[config.mk]
export PLATFORM = sky130hd
export DESIGN_NAME = led_bar_engine
export DESIGN_NICKNAME = d
export VERILOG_FILES = /design/src/rtl/led_bar_engine.sv
export SDC_FILE = /design/constraint.sdc
export NUM_CORES = 1
export LEC_CHECK = 0
export CORE_MARGIN = 8
export CORE_UTILIZATION = 55
export DETAILED_ROUTE_END_ITERATION = 12
export PLACE_DENSITY = 0.72
export SETUP_SLACK_MARGIN = 0.02
export SLEW_MARGIN = 20
export SYNTH_ARGS = -nofsm -noshare
export SYNTH_HDL_FRONTEND = slang
export SYNTH_SLANG_ARGS = --single-unit
export TNS_END_PERCENT = 20
[constraint.sdc]
create_clock -name i_clk -period 5.3 [get_ports i_clk]
set_input_delay 0.53 -clock i_clk [delete_from_list [all_inputs] [get_ports i_clk]]
set_output_delay 0.53 -clock i_clk [all_outputs]
set_load 0.01 [all_outputs]
[src/rtl/led_bar_engine.sv]
// LED-bar pattern engine: BOUNCE / LEVEL / CHASE / PAUSE patterns driven by a
// programmable tick generator, with button-adjusted bar level and clamped update period.
module led_bar_engine #(
  parameter int unsigned NUM_LEDS       = 16,
  parameter int unsigned PERIOD_W       = 32,
  parameter int unsigned PERIOD_DEFAULT = 6250000,
  parameter int unsigned PERIOD_STEP    = 500000,
  parameter int unsigned PERIOD_MIN     = 500000,
  parameter int unsigned PERIOD_MAX     = 200000000
) (
  input  logic                i_clk,
  input  logic                i_rst_n,
  input  logic [1:0]          i_mode,
  input  logic                i_incr,
  input  logic                i_decr,
  output logic [NUM_LEDS-1:0] o_leds,
  output logic                o_tick,
  output logic [PERIOD_W-1:0] o_period
);

  localparam int unsigned HALF  = NUM_LEDS / 2;
  localparam int unsigned POS_W = $clog2(NUM_LEDS);
  localparam int unsigned LVL_W = $clog2(NUM_LEDS + 1);
  localparam int unsigned PW1   = PERIOD_W + 1;

  localparam logic [PERIOD_W-1:0] P_DEFAULT = PERIOD_W'(PERIOD_DEFAULT);
  localparam logic [PERIOD_W-1:0] P_STEP    = PERIOD_W'(PERIOD_STEP);
  localparam logic [PERIOD_W-1:0] P_MIN     = PERIOD_W'(PERIOD_MIN);
  localparam logic [PERIOD_W-1:0] P_MAX     = PERIOD_W'(PERIOD_MAX);
  localparam logic [PW1-1:0]      X_STEP    = PW1'(PERIOD_STEP);
  localparam logic [PW1-1:0]      X_MIN     = PW1'(PERIOD_MIN);
  localparam logic [PW1-1:0]      X_MAX     = PW1'(PERIOD_MAX);

  typedef enum logic [1:0] {
    MODE_BOUNCE = 2'd0,
    MODE_LEVEL  = 2'd1,
    MODE_CHASE  = 2'd2,
    MODE_PAUSE  = 2'd3
  } mode_e;

  typedef enum logic {
    DIR_UP   = 1'b0,
    DIR_DOWN = 1'b1
  } dir_e;

  mode_e mode;
  assign mode = mode_e'(i_mode);

  logic [PERIOD_W-1:0] count, count_nxt;
  logic [PERIOD_W-1:0] period, period_nxt;
  logic                tick, tick_nxt;
  logic [POS_W-1:0]    pos, pos_nxt;
  dir_e                dir, dir_nxt;
  logic [LVL_W-1:0]    level, level_nxt;
  logic [NUM_LEDS-1:0] chase, chase_nxt;
  logic [NUM_LEDS-1:0] leds, leds_nxt;

  logic                incr_req, decr_req;
  logic [PERIOD_W-1:0] period_faster, period_slower;
  logic [PW1-1:0]      period_x;
  logic [NUM_LEDS-1:0] bounce_pat, level_pat;

  assign incr_req = i_incr & ~i_decr;
  assign decr_req = i_decr & ~i_incr;

  // Saturating period arithmetic is done one bit wider so the clamps never wrap.
  always_comb begin
    period_x      = {1'b0, period};
    period_faster = (period_x >= X_MIN + X_STEP) ? period - P_STEP : P_MIN;
    period_slower = (period_x + X_STEP > X_MAX)  ? P_MAX : period + P_STEP;
  end

  always_comb begin
    count_nxt = count + PERIOD_W'(1);
    tick_nxt  = 1'b0;
    if (mode == MODE_PAUSE) begin
      count_nxt = '0;
    end else if (count >= period - PERIOD_W'(1)) begin
      count_nxt = '0;
      tick_nxt  = 1'b1;
    end
  end

  always_comb begin
    pos_nxt    = pos;
    dir_nxt    = dir;
    level_nxt  = level;
    chase_nxt  = chase;
    period_nxt = period;
    if (tick) begin
      case (mode)
        MODE_BOUNCE: begin
          if (pos == POS_W'(NUM_LEDS - 1)) begin
            pos_nxt = POS_W'(NUM_LEDS - 2);
            dir_nxt = DIR_DOWN;
          end else if (pos == '0) begin
            pos_nxt = POS_W'(1);
            dir_nxt = DIR_UP;
          end else if (dir == DIR_UP) begin
            pos_nxt = pos + POS_W'(1);
          end else begin
            pos_nxt = pos - POS_W'(1);
          end
          if (incr_req)      period_nxt = period_faster;
          else if (decr_req) period_nxt = period_slower;
        end
        MODE_LEVEL: begin
          if (incr_req && level != LVL_W'(NUM_LEDS)) level_nxt = level + LVL_W'(1);
          else if (decr_req && level != '0)          level_nxt = level - LVL_W'(1);
        end
        MODE_CHASE: begin
          chase_nxt = {chase[NUM_LEDS-2:0], chase[NUM_LEDS-1]};
          if (incr_req)      period_nxt = period_faster;
          else if (decr_req) period_nxt = period_slower;
        end
        default: ;
      endcase
    end
  end

  // Bounce lights the span between pos and the centre line; level lights the top bits.
  always_comb begin
    bounce_pat = '0;
    level_pat  = '0;
    for (int unsigned i = 0; i < NUM_LEDS; i++) begin
      if (32'(pos) < HALF) bounce_pat[i] = (i >= 32'(pos)) && (i < HALF);
      else                 bounce_pat[i] = (i >= HALF) && (i <= 32'(pos));
      level_pat[i] = (i + 32'(level)) >= NUM_LEDS;
    end
  end

  always_comb begin
    leds_nxt = leds;
    case (mode)
      MODE_BOUNCE: leds_nxt = bounce_pat;
      MODE_LEVEL:  leds_nxt = level_pat;
      MODE_CHASE:  leds_nxt = chase;
      default:     leds_nxt = leds;
    endcase
  end

  always_ff @(posedge i_clk or negedge i_rst_n) begin
    if (!i_rst_n) begin
      count  <= '0;
      tick   <= 1'b0;
      period <= P_DEFAULT;
      pos    <= POS_W'(HALF - 1);
      dir    <= DIR_UP;
      level  <= LVL_W'(HALF);
      chase  <= NUM_LEDS'(1);
      leds   <= '0;
    end else begin
      count  <= count_nxt;
      tick   <= tick_nxt;
      period <= period_nxt;
      pos    <= pos_nxt;
      dir    <= dir_nxt;
      level  <= level_nxt;
      chase  <= chase_nxt;
      leds   <= leds_nxt;
    end
  end

  assign o_leds   = leds;
  assign o_tick   = tick;
  assign o_period = period;

endmodule

flops_by_reg.png
Other sequential cells in the stronger grey, the rest of the logic in the fainter grey.
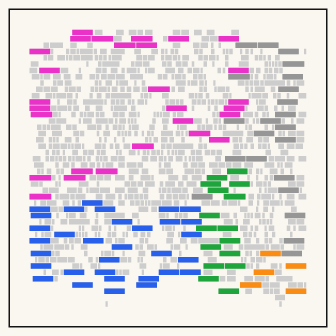
green -> `chase`  # placed flops 16
magenta -> `o_period`  # placed flops 28
orange -> `level`  # placed flops 5, where south-east
blue -> `count`  # placed flops 32
Reg area: 0.00260 mm2
P_seq: 0.00104 W

layer_met3.png
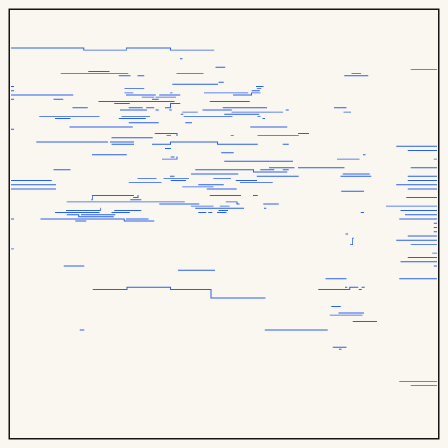
longest straight run = 37.3 um
nets with wire on the layer = 112
share of all routed wire = 7.0%

io_placement.png
Pins as bars across the die edge, other pins in grey.
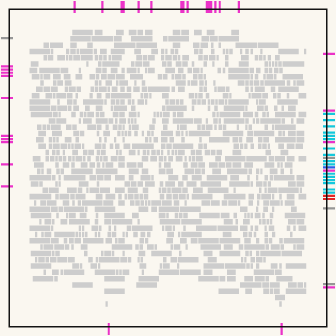
cyan -> `o_leds`  # pins 16, direction output, edge east
red -> `i_mode`  # pins 2, direction input, edge east
magenta -> `o_period`  # pins 32, direction output, edge 15 north, 10 west, 5 east, 2 south
blue -> `i_incr`  # pins 1, direction input, edge east
all pins by edge = 27 east, 15 north, 11 west, 2 south
Die Ht: 136 um
IO Port Bufs: 50

==> results.sh <==
# flow metrics
export IMPL_outcome="complete, no violations"
export IMPL_via_per_inst=6.17
export IMPL_grt_pass1_wl_um=34500
export IMPL_ir_drop_mv=0.292
export IMPL_cts_tree="yes"
export IMPL_final_common_cell="nor2_1"
export IMPL_tightestPinTransition_ns=1.04
export IMPL_ios=55
export IMPL_cellLeakagePower_nw=3.73
export IMPL_clockRootBuffer="clkbuf_16"
export IMPL_antenna_found_initial=0
export IMPL_synth_mux_area_fraction_pct=3.23
export IMPL_finalClockPeriodUsage_pct=83.6
export IMPL_r2r_end="count[4]"
export IMPL_synth_seq_share_pct=32.7
export IMPL_ys_sh_simple_pct=22.5
export IMPL_finClkSkew_ns=0.0115
export IMPL_rsz0062_at_grt="no"
export IMPL_drv_slew=0
export IMPL_vias=7003
export IMPL_synth_flops=103
export IMPL_avgSynthCellArea_um2=8.43
export IMPL_fin_nets=1001
export IMPL_area_growth_pct=9.28
export IMPL_crit_end="count[4]"
export IMPL_endpoint_kind="flop"
export IMPL_async_flop_share_pct=100
export IMPL_tool_warnings=38
export IMPL_gp_congestion=0.924
export IMPL_area_leaders="dfrtp_1 27%, ha_1 7.6%, dfstp_2 5.6%"
export IMPL_layout_top_cells="111 x nor2_1, 94 x nand2_1, 86 x dfrtp_1, 55 x a21oi_1, 52 x o21ai_0"
export IMPL_antenna_cells=0
export IMPL_max_cap_violations=0
export IMPL_synth_xor_area_share_pct=7.94
export IMPL_cts_hold_buf=0
export IMPL_setup_viol=0
export IMPL_cp_start_kind="flop"
export IMPL_wl_per_cell_um=18.3
export IMPL_grt_util_met1_pct=28.9
export IMPL_worstPathArrival_ns=4.72
export IMPL_final_setup_tns_ns=0
export IMPL_use_met2_pct=39.0
export IMPL_die_area_mm2=0.0185
export IMPL_logic_family="simple AND/OR/NAND/NOR gates"
export IMPL_clkSinkCount=103
export IMPL_ys_warn_count=0
export IMPL_top_area_share_pct=27.1
export IMPL_grt_max_degree=63
export IMPL_worstRegToRegCells=20
export IMPL_grt_pass1_vias=6770
export IMPL_cp_max_fo=32
export IMPL_final_layout_size_suffix_gt1_share_pct=9.99
export IMPL_fp_util_pct=55.5
export IMPL_synthFlopType="dfrtp_1"
export IMPL_dp_hpwl_um=14700
export IMPL_cp_required_ns=5.59
export IMPL_r2r_slack_ns=0.87
export IMPL_synthesis_instances=942
export IMPL_insertion_delay_ns=0.36
export IMPL_post_cts_buffers=0
export IMPL_slew_headroom_pct=30.5
export IMPL_clk_transition_reported_paths_ns=0.08
export IMPL_setup_slack_ns=0.868
export IMPL_place_ws_ns=0.916
final cells by class:
| type | count | area, um2 | area share (%) |
|---|---|---|---|
| clock buffer | 9 | 225 | 2.59 |
| clock inverter | 7 | 70.1 | 0.807 |
| inverter | 25 | 93.8 | 1.08 |
| multi-input combinational | 747 | 4890 | 56.3 |
| sequential | 103 | 2600 | 29.9 |
| tap | 184 | 230 | 2.65 |
| timing repair buffer | 60 | 573 | 6.60 |
state kept, by name (all words and copies together) (netlist names):
name / cells
pos: 4
chase: 16
dir: 1
o_leds: 16
count: 32
o_period: 28
o_tick: 1
level: 5
metal layers:
| layer | up-vias | part of all wire (%) |
|---|---|---|
| met5 | - | 0 |
| met2 | 305 | 49 |
| li1 | 3374 | - |
| met3 | 50 | 7.0 |
| met1 | 3274 | 42 |
| met4 | 0 | 2.3 |
power by group:
part | internal, W | switching [W]
clock network | 0.000330 | 0.000338
registers | 0.000876 | 0.000162
logic | 0.000377 | 0.000475
critical path, stage by stage, from the launching register on:
cell and delay (ns):
dfrtp_1 0.51, inv_1 0.19, ha_1 0.23, nand2b_1 0.11, nor3_1 0.24, nand2_1 0.14, nor3_1 0.27, nand3_1 0.21
nor2_1 0.18, xnor2_1 0.14, ha_1 0.27, a21o_1 0.18, a21o_1 0.17, a21o_1 0.17, a21o_1 0.17, a21o_1 0.17
a21oi_1 0.14, nor2b_1 0.07, or4_1 0.39, buf_4 0.25, nor2_1 0.14
through the flow:
stage | instances | power [W] | util [%] | hold slack [ns]
after floorplan | 945 | 0.00164 | - | 0.234
after global placement | 1119 | 0.00188 | 58.6 | 0.462
after detailed placement | 1119 | 0.00189 | 58.6 | 0.468
after CTS | 1135 | 0.00257 | 60.7 | 0.163
after global routing | 1135 | 0.00271 | 60.7 | 0.180
final | 1135 | 0.00256 | 60.7 | 0.148
No activity file was given, so power comes from the tool's default toggle rates.
